File: src/rtl/ifq_pkg.sv
// Shared types and constants for the fetch-to-decode instruction queue.
package ifq_pkg;

  localparam int IFQ_DEPTH_DEF   = 4;
  localparam int IFQ_FLUSH_CNT_W = 16;
  localparam int IFQ_PC_W_DEF    = 32;
  localparam int IFQ_INSTR_W_DEF = 32;

  typedef struct packed {
    logic [IFQ_PC_W_DEF-1:0]    pc;
    logic [IFQ_INSTR_W_DEF-1:0] instruction;
  } ifq_entry_t;

endpackage

File: src/rtl/ifq_ram.sv
// Queue storage: DEPTH-entry register array, one synchronous write port, one async read port.
module ifq_ram
  import ifq_pkg::*;
#(
  parameter int  DEPTH   = IFQ_DEPTH_DEF,
  parameter type entry_t = ifq_entry_t,
  localparam int ADDR_W  = $clog2(DEPTH)
) (
  input  logic              clk,
  input  logic              we,
  input  logic [ADDR_W-1:0] waddr,
  input  entry_t            wdata,
  input  logic [ADDR_W-1:0] raddr,
  output entry_t            rdata
);

  entry_t mem [DEPTH];

  // Contents are deliberately left unreset; validity is tracked by the controller.
  always_ff @(posedge clk) begin
    if (we) begin
      mem[waddr] <= wdata;
    end
  end

  assign rdata = mem[raddr];

endmodule

File: src/rtl/if_id_queue.sv
// Fetch-to-decode instruction queue with freeze back-pressure and branch flush.
// Optional feature: define IFQ_STATS_EN to add the saturating flush_count output.
module if_id_queue
  import ifq_pkg::*;
#(
  parameter int DEPTH   = IFQ_DEPTH_DEF,
  parameter int PC_W    = IFQ_PC_W_DEF,
  parameter int INSTR_W = IFQ_INSTR_W_DEF
) (
  input  logic                       clk,
  input  logic                       rst,
  input  logic                       if_valid,
  input  logic [PC_W-1:0]            if_pc,
  input  logic [INSTR_W-1:0]         if_instruction,
  output logic                       if_freeze,
  input  logic                       flush,
  input  logic                       id_ready,
  output logic                       id_valid,
  output logic [PC_W-1:0]            id_pc,
  output logic [INSTR_W-1:0]         id_instruction
`ifdef IFQ_STATS_EN
  ,
  output logic [IFQ_FLUSH_CNT_W-1:0] flush_count
`endif
);

  localparam int PTR_W = $clog2(DEPTH);
  localparam int CNT_W = PTR_W + 1;
  localparam logic [CNT_W-1:0] FULL_CNT = CNT_W'(DEPTH);

  typedef struct packed {
    logic [PC_W-1:0]    pc;
    logic [INSTR_W-1:0] instruction;
  } entry_t;

  logic [PTR_W-1:0] wr_ptr;
  logic [PTR_W-1:0] rd_ptr;
  logic [CNT_W-1:0] count;
  logic             push;
  logic             pop;
  entry_t           wr_entry;
  entry_t           rd_entry;

  // Freeze is a pure decode of the registered count, so a pop while full
  // still blocks the push in that same cycle.
  assign if_freeze = (count == FULL_CNT);
  assign id_valid  = (count != '0);
  assign push      = if_valid & ~if_freeze & ~flush;
  assign pop       = id_valid & id_ready & ~flush;

  assign wr_entry.pc          = if_pc;
  assign wr_entry.instruction = if_instruction;

  ifq_ram #(
    .DEPTH   (DEPTH),
    .entry_t (entry_t)
  ) u_ram (
    .clk   (clk),
    .we    (push),
    .waddr (wr_ptr),
    .wdata (wr_entry),
    .raddr (rd_ptr),
    .rdata (rd_entry)
  );

  always_ff @(posedge clk or negedge rst) begin
    if (!rst) begin
      wr_ptr <= '0;
      rd_ptr <= '0;
      count  <= '0;
    end else if (flush) begin
      wr_ptr <= '0;
      rd_ptr <= '0;
      count  <= '0;
    end else begin
      if (push) begin
        wr_ptr <= wr_ptr + PTR_W'(1);
      end
      if (pop) begin
        rd_ptr <= rd_ptr + PTR_W'(1);
      end
      if (push && !pop) begin
        count <= count + CNT_W'(1);
      end else if (pop && !push) begin
        count <= count - CNT_W'(1);
      end
    end
  end

  // Stale array contents must not leak out while the queue is empty.
  assign id_pc          = id_valid ? rd_entry.pc          : '0;
  assign id_instruction = id_valid ? rd_entry.instruction : '0;

`ifdef IFQ_STATS_EN
  always_ff @(posedge clk or negedge rst) begin
    if (!rst) begin
      flush_count <= '0;
    end else if (flush && (flush_count != '1)) begin
      flush_count <= flush_count + IFQ_FLUSH_CNT_W'(1);
    end
  end
`endif

endmodule

File: config.mk
export PLATFORM = sky130hd
export DESIGN_NAME = if_id_queue
export DESIGN_NICKNAME = d
export VERILOG_FILES = /design/src/rtl/ifq_pkg.sv /design/src/rtl/ifq_ram.sv /design/src/rtl/if_id_queue.sv
export SDC_FILE = /design/constraint.sdc
export NUM_CORES = 1
export LEC_CHECK = 0
export ABC_CLOCK_PERIOD_IN_PS = 7200
export CORE_ASPECT_RATIO = 1.2
export CORE_MARGIN = 2
export CORE_UTILIZATION = 25
export CTS_CLUSTER_DIAMETER = 150
export DETAILED_ROUTE_END_ITERATION = 8
export SLEW_MARGIN = 30
export SYNTH_ARGS = -nofsm -noshare
export SYNTH_HDL_FRONTEND = slang
export SYNTH_SLANG_ARGS = --single-unit
export TNS_END_PERCENT = 1
File: constraint.sdc
create_clock -name clk -period 7.2 [get_ports clk]
set_clock_uncertainty 0.1 [all_clocks]
set_input_delay 1.44 -clock clk [delete_from_list [all_inputs] [get_ports clk]]
set_output_delay 1.44 -clock clk [all_outputs]
set_load 0.02 [all_outputs]
==> metrics.csv <==
stage,metric,value,unit
clock_tree,clockBufferDepth,3,
floorplanning,chip_area,42520,sq um
synthesis,top_cell_area_share,75.22,%
synthesis,synth_cells,468,
synthesis,common_cells,"256 x edfxtp_1, 69 x and2_1, 64 x mux4_2",
synthesis,largest_area_cell,edfxtp_1,
routing,viasPerCell,4.155,
status,status,"finished, final reports clean",
worst_setup_path,worstSetupPathType,reg -> out,
run,drv_cap,0,
grt,grt_pass1_wl,32.01,mm
layout,fin_nets,687,
synthesis,ys.flops,263,
timing,tns,0,ns
worst_hold_path,worstHoldStart,count[2],
timing,hold_viol,0,
synthesis,yosysWarnings,0,
layout,drive_above_1_share,19.15,%
synthesis,area_leaders,"edfxtp_1 75%, mux4_2 14%, and2_1 4.2%",
grt,grt_antenna_before_repair,0,
-- worst max-delay path, stage by stage (launching register included) --
cell             delay (ns)
dfrtp_4                0.91
buf_4                  0.47
mux4_2                 0.56
and2_1                 0.17
clkdlybuf4s50_1        0.54
-- worst max-delay path by stage --
stage                   start                  to  slack, ns  depth (start not counted)
global placement     if_valid    u_ram.mem[0][20]       2.85                          5
finish              rd_ptr[0]  id_instruction[20]       2.46                          4
CTS                 rd_ptr[0]  id_instruction[20]       2.28                          4
detailed placement   if_valid    u_ram.mem[2][13]       2.79                          5
floorplan            if_valid     u_ram.mem[0][0]       3.16                          4
global route        rd_ptr[0]  id_instruction[30]       2.20                          4
-- placed cells by master (no fill, tap or decap), drive strengths merged, types with 4 or more instances in the layout --
cell type,n
and2,69
edfxtp,256
nor2,4
dfrtp,7
mux4,64
buf,8
ha,4
clkbuf,33
inv,9
clkdlybuf4s50,134
clkinv,10
-- report_power, final --
part	internal [W]	total [W]	switching [W]
clock	0.000725	0.00128	0.000556
sequential	0.00175	0.00182	0.0000674
combinational	0.000524	0.00102	0.000498
total	0.00300	0.00412	0.00112
-- registers in the layout (all words and copies together) (netlist names) --
name       cells
count          3
rd_ptr         2
u_ram.mem    256
wr_ptr         2
-- stage by stage --
stage,area [sq um],utilization [%],cells
finish,12960,31.97,1171
global route,12960,31.97,1171
CTS,12960,31.97,1171
detailed placement,12150,29.98,1123
global placement,12150,29.98,1123
floorplan,10220,-,468
-- layout make-up --
class,instances,area [sq um],area share [%]
Timing Repair Buffer,142,1401,10.81
Tap cell,539,674.4,5.204
Clock inverter,15,107.6,0.8304
Inverter,7,26.28,0.2028
Sequential cell,263,7870,60.73
Clock buffer,33,698.2,5.388
Multi-Input combinational cell,172,2181,16.83
-- cell families after synthesis --
kind of cell	synth area share [%]
buffers and inverters	1.836
XOR/XNOR	0.2571
multiplexers	14.21
AND-OR/OR-AND	1.016
AND/OR/NAND/NOR	5.056
flip-flops	76.93
adder cells (fa/ha/maj)	0.6856
-- layer usage --
layer  up-vias  share of wire [%]  global-route usage, %
met5         -                  0                      0
met1      2539                 43                  12.92
met4         0                2.1                  3.125
met3        26                5.8                  2.414
met2       124                 49                  16.85
li1       2176                  -                      -
### Floorplan with the power grid

The bar under the picture is 50 um long. Pins as bars on the die edge.
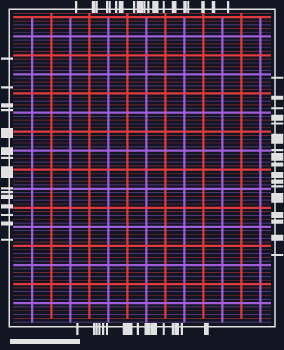
[red] VDD
[purple] VSS
met1 rails: 82
met5 straps: 16
rows: 81
signal pins: 135
met4 straps: 13
IR drop worst, VDD: 135.6 uV
Die Y: 225.5 um
core region area: 40540 sq um
Die X-Extent: 188.6 um

### Placed cells, one color a class

Fill, decap, tap and diode cells in gray.
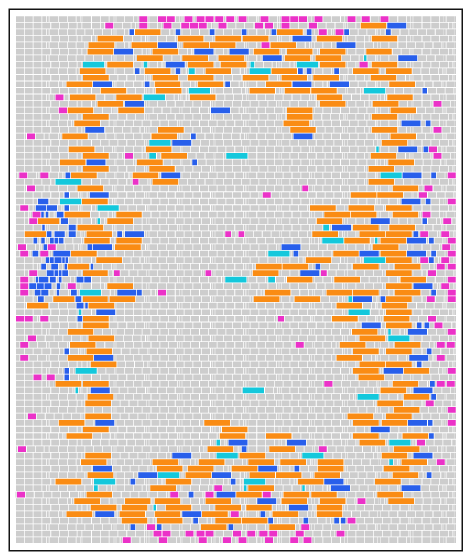
[cyan] clock drivers and dummy loads | cells: 48 | share of their area: 6.6%
[orange] flops | cells: 263 | share of their area: 64%
[magenta] other buffers and delay cells | cells: 142 | share of their area: 11%
[blue] combinational and other logic | cells: 179 | share of their area: 18%
num rows: 81
Seq/total area: 60.73%
Final Util: 31.97%

Power is estimated from default activity; no workload was simulated.
